File: config.mk
export PLATFORM = sky130hd
export DESIGN_NAME = button_press_decoder
export DESIGN_NICKNAME = d
export VERILOG_FILES = /design/src/rtl/button_press_decoder.sv
export SDC_FILE = /design/constraint.sdc
export NUM_CORES = 1
export LEC_CHECK = 0
export CAP_MARGIN = 10
export CORE_UTILIZATION = 40
export DETAILED_ROUTE_END_ITERATION = 8
export GPL_TIMING_DRIVEN = 0
export SYNTH_ARGS = -nofsm -noshare
export SYNTH_HDL_FRONTEND = slang
export SYNTH_SLANG_ARGS = --single-unit
File: constraint.sdc
create_clock -name clk -period 3.9 [get_ports clk]
set_input_delay 0.78 -clock clk [delete_from_list [all_inputs] [get_ports clk]]
set_output_delay 0.78 -clock clk [all_outputs]
set_load 0.02 [all_outputs]
File: src/rtl/button_press_decoder.sv
// Turns a debounced, clk-synchronous button level into single-cycle press, release,
// short, long and auto-repeat events, plus a held level.
module button_press_decoder #(
    parameter int COUNTER_BITS      = 27,
    parameter int LONG_PRESS_CYCLES = 100_000_000,
    parameter int REPEAT_CYCLES     = 25_000_000,
    parameter bit REPEAT_EN         = 1'b1
) (
    input  logic clk,
    input  logic rst_n,
    input  logic button_stable,
    output logic press_pulse,
    output logic release_pulse,
    output logic short_pulse,
    output logic long_pulse,
    output logic repeat_pulse,
    output logic held
);

    typedef enum logic [1:0] {
        IDLE      = 2'd0,
        PRESSED   = 2'd1,
        LONG_HELD = 2'd2
    } state_t;

    localparam logic [COUNTER_BITS-1:0] LONG_LAST   = COUNTER_BITS'(LONG_PRESS_CYCLES - 1);
    localparam logic [COUNTER_BITS-1:0] REPEAT_LAST = COUNTER_BITS'(REPEAT_CYCLES - 1);
    localparam logic [COUNTER_BITS-1:0] CNT_ONE     = COUNTER_BITS'(1);

    state_t                  state_q, state_d;
    logic [COUNTER_BITS-1:0] cnt_q, cnt_d;
    logic                    press_q, press_d;
    logic                    release_q, release_d;
    logic                    short_q, short_d;
    logic                    long_q, long_d;
    logic                    repeat_q, repeat_d;
    logic                    held_q, held_d;

    always_comb begin
        state_d   = state_q;
        cnt_d     = cnt_q;
        press_d   = 1'b0;
        release_d = 1'b0;
        short_d   = 1'b0;
        long_d    = 1'b0;
        repeat_d  = 1'b0;

        case (state_q)
            IDLE: begin
                if (button_stable) begin
                    state_d = PRESSED;
                    cnt_d   = CNT_ONE;
                    press_d = 1'b1;
                end
            end
            PRESSED: begin
                // Release takes priority over reaching the long threshold.
                if (!button_stable) begin
                    state_d   = IDLE;
                    cnt_d     = '0;
                    release_d = 1'b1;
                    short_d   = 1'b1;
                end else if (cnt_q == LONG_LAST) begin
                    state_d = LONG_HELD;
                    cnt_d   = '0;
                    long_d  = 1'b1;
                end else begin
                    cnt_d = cnt_q + CNT_ONE;
                end
            end
            LONG_HELD: begin
                if (!button_stable) begin
                    state_d   = IDLE;
                    cnt_d     = '0;
                    release_d = 1'b1;
                end else if (cnt_q == REPEAT_LAST) begin
                    cnt_d    = '0;
                    repeat_d = REPEAT_EN;
                end else begin
                    cnt_d = cnt_q + CNT_ONE;
                end
            end
            default: begin
                state_d = IDLE;
                cnt_d   = '0;
            end
        endcase

        held_d = (state_d != IDLE);
    end

    always_ff @(posedge clk or negedge rst_n) begin
        if (!rst_n) begin
            state_q   <= IDLE;
            cnt_q     <= '0;
            press_q   <= 1'b0;
            release_q <= 1'b0;
            short_q   <= 1'b0;
            long_q    <= 1'b0;
            repeat_q  <= 1'b0;
            held_q    <= 1'b0;
        end else begin
            state_q   <= state_d;
            cnt_q     <= cnt_d;
            press_q   <= press_d;
            release_q <= release_d;
            short_q   <= short_d;
            long_q    <= long_d;
            repeat_q  <= repeat_d;
            held_q    <= held_d;
        end
    end

    assign press_pulse   = press_q;
    assign release_pulse = release_q;
    assign short_pulse   = short_q;
    assign long_pulse    = long_q;
    assign repeat_pulse  = repeat_q;
    assign held          = held_q;

endmodule

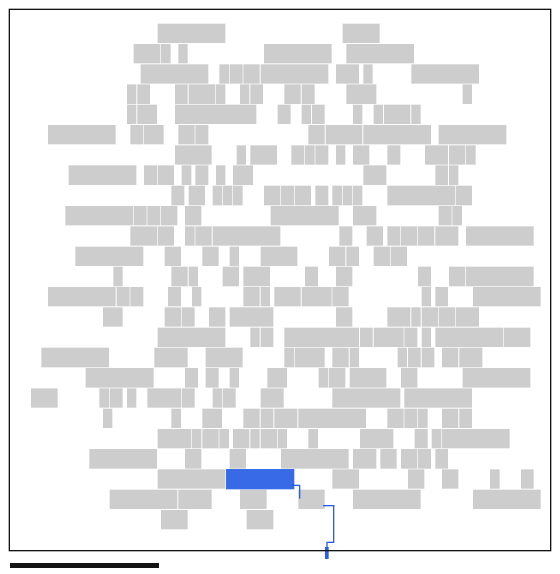
Figure 1: run 1, wires at chosen ports, followed through buffers.
The bar under the picture is 20 um long.
color	port	bits	direction	edge	end cells	buffers	wire
blue	short_pulse	1	output	south	1	1	10.5 um
I/O pins: 9
Port Buf Inserts: 8

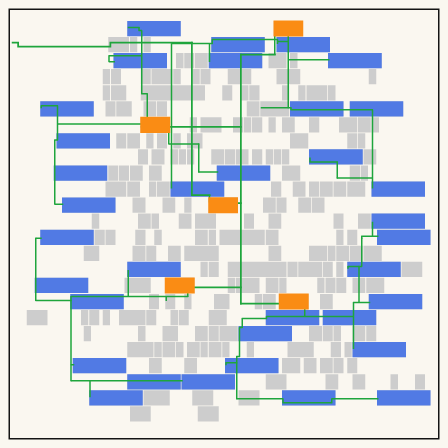
Figure 2: run 1, routed clock nets over the placement.
[blue] flip-flops | count: 35
[green] clock wires | length: 526 um
[orange] cells driving clock nets | count: 5
routed clock nets	6
Clk pwr share: 0.317
Worst-Skew Late Latency: 300 ps

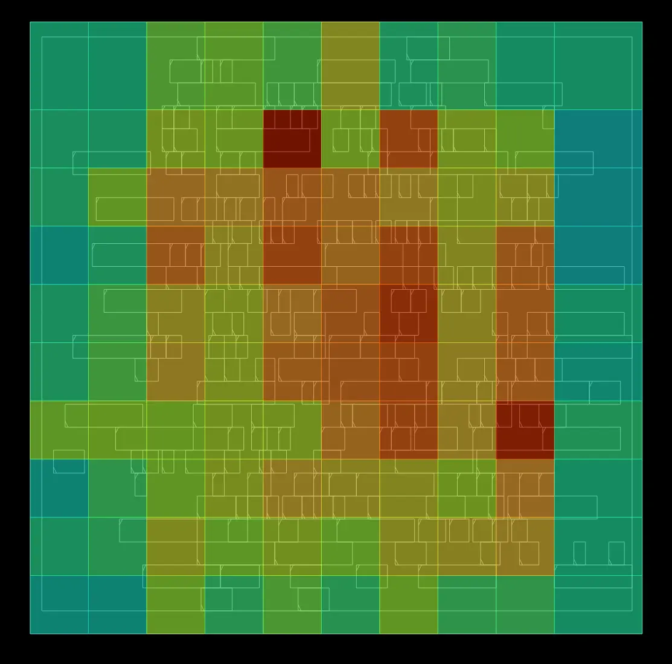
Figure 3: run 1, routing congestion map.
routing usage on met3: 0.0417
DR WL/cell: 16.2 um
M2 GR Usage: 0.310

==> run 1: cell families after synthesis <==
logic type,Yosys count,synth area share
buffers and inverters,20,0.0466
and+or+nand+nor,96,0.253
DFF,35,0.441
AOI/OAI and AO/OA,60,0.203
adders and majority gates,5,0.0315
muxes,5,0.0258
==> run 1: Yosys cell counts (3+ instances only) <==
library cell  number  area share
a21oi_1           18       0.045
nand4_1           10       0.031
nand2_1           26       0.049
a41oi_1            5       0.022
inv_1              7       0.013
clkbuf_1           7       0.013
nor2_1            13       0.025
nand3_1           13       0.033
a22o_1             3       0.013
ha_1               5       0.031
mux2i_1            4       0.020
nand2b_1           5       0.016
a31oi_1           18       0.057
dfrtp_1           35        0.44
o21ai_0            8       0.020
nor3_1             4       0.010
nor4_1             3      0.0094
and3_1            10       0.031
nor2b_1            3      0.0094
==> run 1: stage by stage <==
| stage | instance area [um2] | setup WS, ps |
|---|---|---|
| after detailed placement | 2150 | 1010 |
| after global placement | 2150 | 994 |
| final | 2260 | 1180 |
| after CTS | 2260 | 1180 |
| after global routing | 2260 | 1010 |
| after floorplan | 1990 | 1430 |
==> run 1: power by group through the flow <==
stage	clock, mW	sequential (mW)	combinational, mW
after global placement	0	0.444	0.303
after detailed placement	0	0.444	0.308
final	0.345	0.439	0.306
after global routing	0.374	0.444	0.340
after floorplan	0	0.455	0.188
after CTS	0.358	0.438	0.309
==> run 1: worst register-to-register path, stage by stage, from the launching register on <==
cell and delay (ps):
dfrtp_1 440, or4b_1 530, or4_4 510, o41ai_4 340, a21oi_2 170, buf_6 190, buf_2 200, a21oi_1 150
a31oi_1 60
==> run 1: sequential cells by signal (all words and copies together) (netlist names) <==
register	count
repeat_pulse	1
short_pulse	1
press_pulse	1
state_q	2
long_pulse	1
release_pulse	1
held	1
cnt_q	27
==> run 1: cell type report <==
class                   instances  area [um2]  area share
clock inverters                 2        35.0      0.0155
inverters                       7        26.3      0.0116
multi-input cells             166        1020       0.450
repair buffers                  8        75.1      0.0331
flip-flops and latches         35         876       0.387
clock buffers                   6        82.6      0.0365
plain buffers                  13        66.3      0.0293
well taps                      67        83.8      0.0370
==> run 1: routing by layer <==
layer	vias to the layer above	wire length, um	GRT usage
met2	40	2220	0.310
met3	7	257	0.0417
li1	855	-	-
met4	0	68	0.0784
met1	847	2390	0.298
met5	-	0	0
==> run 1: placed cells by master (no fill, tap or decap), types with 4 or more instances in the layout <==
cell type / count
o21ai_0: 8
ha_1: 5
nand2_1: 26
nand2b_1: 5
inv_1: 7
nand3_1: 13
clkbuf_1: 7
nor2_1: 13
a31oi_1: 18
a21oi_1: 18
a41oi_1: 5
nor3_1: 4
mux2i_1: 4
clkbuf_8: 6
and3_1: 10
clkdlybuf4s50_1: 7
nand4_1: 10
dfrtp_1: 35
==> run 1: worst paths after layout <==
check | startpoint | end | slack [ps] | depth (start not counted)
min in group asynchronous | rst_n | cnt_q[10] | 560 | 1
max reg2reg | cnt_q[6] | cnt_q[10] | 1180 | 8
max | cnt_q[6] | cnt_q[10] | 1180 | 8
min reg2reg | cnt_q[22] | cnt_q[22] | 510 | 1
max in group asynchronous | rst_n | cnt_q[15] | 2840 | 1
min | cnt_q[22] | cnt_q[22] | 510 | 1
==> reports/metrics.cfg, run 1 <==
[outcome]
status = completed

[place]
dpl.cell_count = 296
gp_congestion = 0.836

[hold_path]
hp-class = reg2reg

[critical_path]
crit_buf_inv = 2
cpPeakStageDelay_ps = 530
crit_chain = or4b_1 -> or4_4 -> o41ai_4 -> a21oi_2 -> buf_6 -> buf_2 -> a21oi_1 -> a31oi_1
crit_arrival_ps = 2880
cp-end-kind = flop
cp.required_ps = 4060
path_delay_family = simple AND/OR/NAND/NOR gates

[synthesis]
ys_warn_count = 0
flop_cell = dfrtp_1
avgSynthCellArea_um2 = 9.00
edf_count = 0
synth_nets = 229

[pwr]
netSwitchingPower_mw = 0.366
sw_frac_of_total = 0.336
ir_worst_vdd_v = 0.000179
pwr_density_cell_nw_per_um2 = 481
power_frac_seq = 0.403

[cells_and_area]
syn_to_final_growth_pct = 13.9
nNetsFinal = 244

[drt]
firstDrtPassIters = 4
drtIter0Drc = 154
post_drt_via_cell_ratio = 5.75

[timing]
finalCriticalPeriod_ps = 2720
post-route-period-util = 0.697
fin_setup_tns_ps = 0
drv_slew = 0
hold_slack_ps = 511
setup_viol = 0
finalHoldViolations = 0

[die]
die_h_um = 72.5
dieArea_um2 = 5260

[flow_run]
warnings = 29

[clock_tree]
cts_setup_buffers = 0
cts-root-buf = clkbuf_8
cts_sinks = 35
clk_pin_slew_ps = 80
cts_buffers = 5
cts.path.max_buffers = 2

[global_route]
grt_pass1_wl_um = 8200
grt_overflow = 0
gr-usage-all-layers = 0.209

Figure 4. Cells colored by class (run 1).
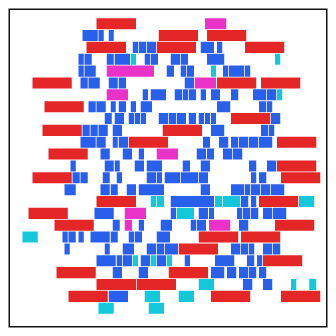

==> run 2: changes to the inputs <==
- clock period: 3.9 -> 2.3 ns (I/O delays scaled with it)
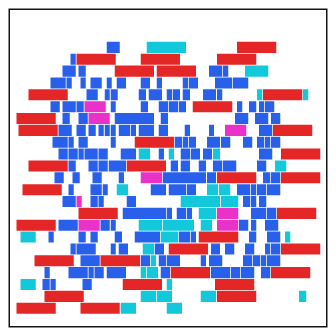
Figure 5: run 2, cells colored by class.
color	class	cells	share of their area
red	flip-flops	35	36%
blue	all other logic	173	47%
magenta	clock drivers and dummy loads	8	4.1%
cyan	other buffers and delay cells	32	12%
std cell rows: 25
core area: 4750 um2
cell area after layout: 2510 um2
fraction of area in registers: 0.349
Final Core Density: 0.527

==> run 2 against run 1 <==
  * The run now ends with setup timing left
  * Worst setup slack worse by 1400 ps
  * Die area unchanged
  * Largest cell class unchanged
  * Sequential share of layout area down 3.7 points
  * Non-clock buffer count up 11
  * Global-route usage up 1.8 points
  * Utilization up 5.1 points
  * Critical path type unchanged
  * Fmax up 9.4%
==> reports/metrics.cfg, run 2 <==
[timing]
drv_slew = 0
fmaxAchievable_mhz = 402
finalHoldViolations = 0
relSlewSlack = 0.468
finalCriticalPeriod_ps = 2490
setup_viol = 27
setup_ws_ps = -186
rsz0062_at_grt = true
skew_ps = 8.48
tightest_slew_ps = 798
post-route-period-util = 1.08

[global_route]
grt_overflow = 0
grt_pass1_wl_um = 8960
grt_pass1_vias = 1872
antenna_found_initial = 0
gr-usage-all-layers = 0.227

[synthesis]
synth_cell_types = 39
yosys-top-cells-count = dfrtp_1, nand2_1, a21oi_1, a31oi_1
top_area_frac = 0.441
flop_cell = dfrtp_1
synth_top_cell_by_count = dfrtp_1
synth_nets = 229
yosys-stat-area_um2 = 1990
yosysTopAreaCell = dfrtp_1
area_leaders = dfrtp_1, a31oi_1, nand2_1
edf_count = 0
synth-seq-cells = 35
ys_warn_count = 0
avgSynthCellArea_um2 = 9.00
synth-async-reset-ratio = 1.00
yosys_cells = 221

[outcome]
status = finished with violations
violations = setup timing

[critical_path]
crit_buf_inv = 2
path_delay_family = simple AND/OR/NAND/NOR gates
start_kind = flop
cp-end-kind = flop
crit_arrival_ps = 2630
critical_path_class = reg2reg
cp.required_ps = 2450
cpPeakStageDelay_ps = 500
crit_top_cell = a31oi_1
crit_chain = or4b_1 -> or4_4 -> o41ai_4 -> a21oi_4 -> buf_6 -> buf_12 -> a31oi_1 -> a31oi_1

[cells_and_area]
fin_cells = 315
syn_to_final_growth_pct = 26.1
largest_reg_flops = 27
reg.largest.list = cnt_q (27), state_q (2)
nNetsFinal = 255
layout_top_cell = dfrtp_1
largest-register = cnt_q
drive_gt1_frac = 0.194
antenna_cells = 0
final_cell_mix = dfrtp_1, nand2_1, a31oi_1

[clock_tree]
cts-root-buf = clkbuf_8
cts_buffers = 5
cts.path.max_buffers = 2
cts_tree = done
cts_hold_buf = 0
ctsHtreeMaxLevel = 2
clk_pin_slew_ps = 80
clk_latency_ps = 300
cts_sinks = 35

[drt]
remaining_drc_errors = 0
wl_per_cell_um = 17.1
antenna_left = 0
drtIter0Drc = 126
wirelength_um = 5380
firstDrtPassIters = 4
post_drt_via_cell_ratio = 5.87

[hold_path]
hp-class = in2async

[place]
io_buffers = 8
placed_cell_area_um2 = 2150
dpl.cell_count = 296
gp_congestion = 0.809

[pwr]
pwr_density_cell_nw_per_um2 = 800
ir_worst_vdd_v = 0.000467
leakage_nw = 1.01

[flow_run]
max-cap-violations = 0
warnings = 31

[die]
die_w_um = 72.5
dieArea_um2 = 5260
fp_util = 0.418
die_h_um = 72.5
io_pins = 9

==> run 2: netlist changes by cell type in the layout (fill, tap and decap cells not counted), moves of 2 or more <==
cell,change
a21oi_2,+12
buf_4,+8
clkbuf_16,+2
a21oi_1,-13
buf_8,+2
==> run 2: what timing repair did <==
item                       in CTS  in global routing
pin swaps                       0                  5
gates resized                  23                 11
gates cloned                    1                  2
setup endpoints to repair      28                 29
buffers inserted                6                  3
==> run 2: path summary, 6_finish.rpt <==
| check | start | to | slack, ps | depth (start not counted) |
|---|---|---|---|---|
| max in group asynchronous | rst_n | cnt_q[22] | 1550 | 1 |
| worst max-delay path | cnt_q[6] | cnt_q[20] | -190 | 8 |
| worst max register to register | cnt_q[6] | cnt_q[20] | -190 | 8 |
| min in group clk | cnt_q[16] | cnt_q[16] | 530 | 1 |
| worst min register to register | cnt_q[16] | cnt_q[16] | 530 | 1 |
| worst min-delay path | rst_n | cnt_q[6] | 250 | 1 |
==> run 2: power breakdown <==
part,internal [mW],switching (mW),leakage (nW)
logic,0.355,0.397,0.480
registers,0.682,0.0674,0.478
clock network,0.274,0.229,0.0515
total,1.31,0.693,1.01
==> run 2: cell families after synthesis <==
kind of cell               Yosys count  synth area share
buffers and inverters               20            0.0466
adders and majority gates            5            0.0315
AOI/OAI and AO/OA                   60             0.203
muxes                                5            0.0258
and+or+nand+nor                     96             0.253
DFF                                 35             0.441
==> run 2: area by class of cell <==
cell class / count / area [um2] / area share
clock buffers: 8 / 100 / 0.0399
repair buffers: 20 / 201 / 0.0804
flip-flops and latches: 35 / 876 / 0.349
plain buffers: 12 / 98.8 / 0.0394
inverters: 7 / 26.3 / 0.0105
multi-input cells: 166 / 1120 / 0.447
well taps: 67 / 83.8 / 0.0334
==> run 2: through the flow <==
stage / utilization / hold slack, ps / setup TNS [ps] / worst slack, ps / power [mW]
floorplan: - / 164 / 0 / 4.95 / 1.10
global placement: 0.453 / 507 / -8380 / -295 / 1.27
global route: 0.527 / 328 / -5630 / -247 / 2.11
finish: 0.527 / 247 / -3650 / -186 / 2.00
detailed placement: 0.452 / 509 / -6930 / -314 / 1.28
CTS: 0.503 / 278 / -2280 / -133 / 1.88
==> run 2: routing by layer <==
layer | GRT usage | part of all wire | vias up
met3 | 0.0542 | 0.039 | 11
met5 | 0 | 0 | -
li1 | - | - | 881
met2 | 0.353 | 0.45 | 52
met4 | 0.0871 | 0.024 | 0
met1 | 0.305 | 0.49 | 904
Figure 6. Routing congestion map (run 2).
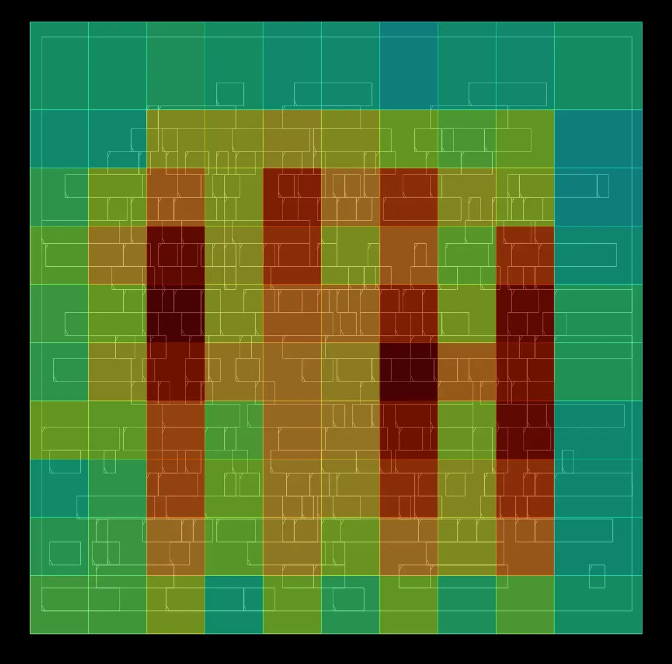

==> run 3: changes to the inputs <==
- CORE_UTILIZATION: 40 -> 45
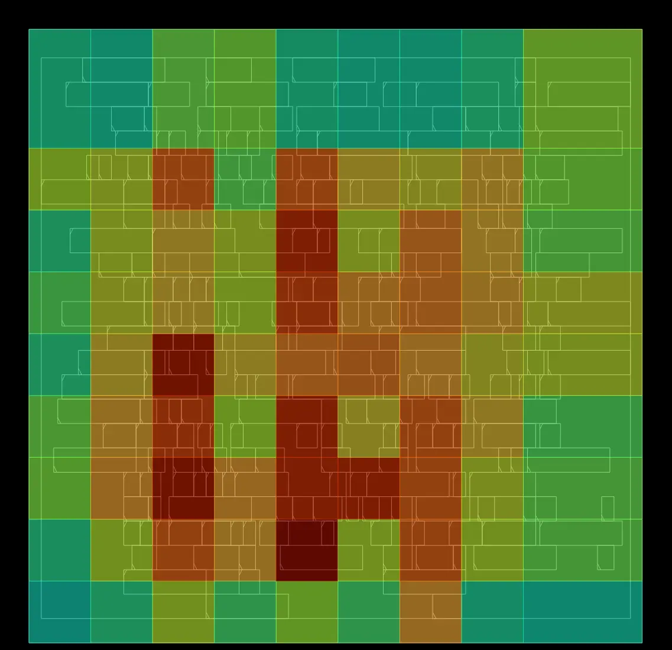
Figure 7: run 3, routing congestion map.
routing usage on met1: 0.362
DR WL/cell: 19.1 um
Total GRT Usage: 0.263
Most Crowded Layer GR: met2
Final Core Density: 0.616

==> run 3 against run 2 <==
  * Sequential share of layout area down 0.40 points
  * Cell count down 6.0%
  * Combinational power up 4.1%
  * Utilization up 8.9 points
  * Via count up 1.7%
  * The flow still finishes with violations (setup timing)
  * Clock skew down 2.5 ps
  * Highest routed layer unchanged
  * Count of clock-buffer cells in the layout down 1
  * Critical endpoint is now cnt_q[24]
  * Wire length up 5.1%
==> reports/metrics.cfg, run 3 <==
[critical_path]
crit_buf_inv = 2
start_kind = flop
cpPeakStageDelay_ps = 530
cp-end-kind = flop
path_delay_family = AND-OR/OR-AND gates
crit_arrival_ps = 2710
cp.required_ps = 2440
critical_path_class = reg2reg

[die]
fp_util = 0.483
fp-row-count = 23
die_w_um = 68.5
dieArea_um2 = 4690
die_h_um = 68.5

[timing]
setup_viol = 28
hold_slack_ps = 242
tightest_slew_ps = 807
finalCriticalPeriod_ps = 2570
rsz0062_at_grt = true
drv_slew = 0
fin_setup_tns_ps = -3990
relSlewSlack = 0.462
skew_ps = 5.93
setup_ws_ps = -267
fmaxAchievable_mhz = 390

[clock_tree]
ctsHtreeMaxLevel = 2
cts_sinks = 35
cts_tree = done
cts_buffers = 5
cts.path.max_buffers = 2
clk_latency_ps = 300
cts_hold_buf = 0

[cells_and_area]
largest_reg_flops = 27
logic_area_um2 = 1150
reg.largest.list = cnt_q (27), state_q (2)
layout_top_cell = dfrtp_1
final_cell_area_um2 = 2530
drive_gt1_frac = 0.215
syn_to_final_growth_pct = 27.5
final_cell_mix = dfrtp_1, nand2_1, a31oi_1

[hold_path]
hp-class = in2async

[global_route]
grt_pass1_wl_um = 8650
grt_pass1_vias = 1747
use_met3 = 0.0650
antenna_found_initial = 0
grt_overflow = 0

[flow_run]
warnings = 31
max-cap-violations = 0

[synthesis]
top_area_frac = 0.441
yosysTopAreaCell = dfrtp_1
edf_count = 0
yosys_cells = 221
flop_cell = dfrtp_1
yosys-top-cells-count = dfrtp_1, nand2_1, a21oi_1, a31oi_1
synth-seq-cells = 35
synth_cell_types = 39
synth-async-reset-ratio = 1.00
yosys-stat-area_um2 = 1990

[drt]
post_drt_via_cell_ratio = 6.35
wirelength_um = 5660
antenna_left = 0
drtIter0Drc = 175

[outcome]
violations = setup timing
status = finished with violations

[place]
placed_cell_area_um2 = 2130
pre_cts_ws_ps = -290
io_buffers = 8

[pwr]
leakage_nw = 1.01
pwr_density_cell_nw_per_um2 = 782
ir_worst_vdd_v = 0.000411

-- run 3: netlist changes by cell type in the layout (fill, tap and decap cells not counted), sizes merged --
cell	previous run	this run
clkbuf	15	12
clkinv	0	1
-- run 3: metal layers --
metal  up-vias  wire (um)
li1        874          -
met1       931       2640
met2        67       2620
met3         7        314
met4         0         85
met5         -          0
-- run 3: how the worst max path moves through the flow --
stage,from,end,slack [ps],cells past startpoint
finish,cnt_q[0],cnt_q[24],-270,9
global route,cnt_q[0],cnt_q[24],-330,9
CTS,cnt_q[6],cnt_q[20],-170,8
detailed placement,button_stable,cnt_q[6],-290,6
global placement,button_stable,cnt_q[17],-270,6
floorplan,cnt_q[6],cnt_q[0],5,7
-- run 3: cell families after synthesis --
family,Yosys count,share of synthesized area
AND/OR/NAND/NOR,96,0.253
flip-flops,35,0.441
AND-OR/OR-AND,60,0.203
adder cells (fa/ha/maj),5,0.0315
multiplexers,5,0.0258
buffers and inverters,20,0.0466
-- run 3: area by class of cell --
| cell class | count | area share |
|---|---|---|
| clock inverter | 1 | 0.00197 |
| tap | 50 | 0.0247 |
| buffer | 11 | 0.0469 |
| sequential | 35 | 0.346 |
| multi-input combinational | 166 | 0.456 |
| inverter | 7 | 0.0104 |
| timing repair buffer | 19 | 0.0849 |
| clock buffer | 7 | 0.0301 |
-- run 3: timing repair --
item                                   4_1_cts  5_1_grt
pin swaps                                    2        5
gates cloned                                 2        1
setup buffers                                4        4
endpoints found under the hold margin        0        0
gates resized                               23       26
setup endpoints to repair                   27       29
-- run 3: report_power, final --
part	switching [mW]	internal, mW	total (mW)
combinational	0.412	0.371	0.783
sequential	0.0698	0.682	0.752
clock	0.234	0.213	0.446
-- run 3: metrics by stage --
stage / util / instances
after detailed placement: 0.517 / 279
after CTS: 0.573 / 292
after floorplan: - / 221
final: 0.616 / 296
after global routing: 0.616 / 296
after global placement: 0.518 / 279
Power and IR drop assume default switching activity.
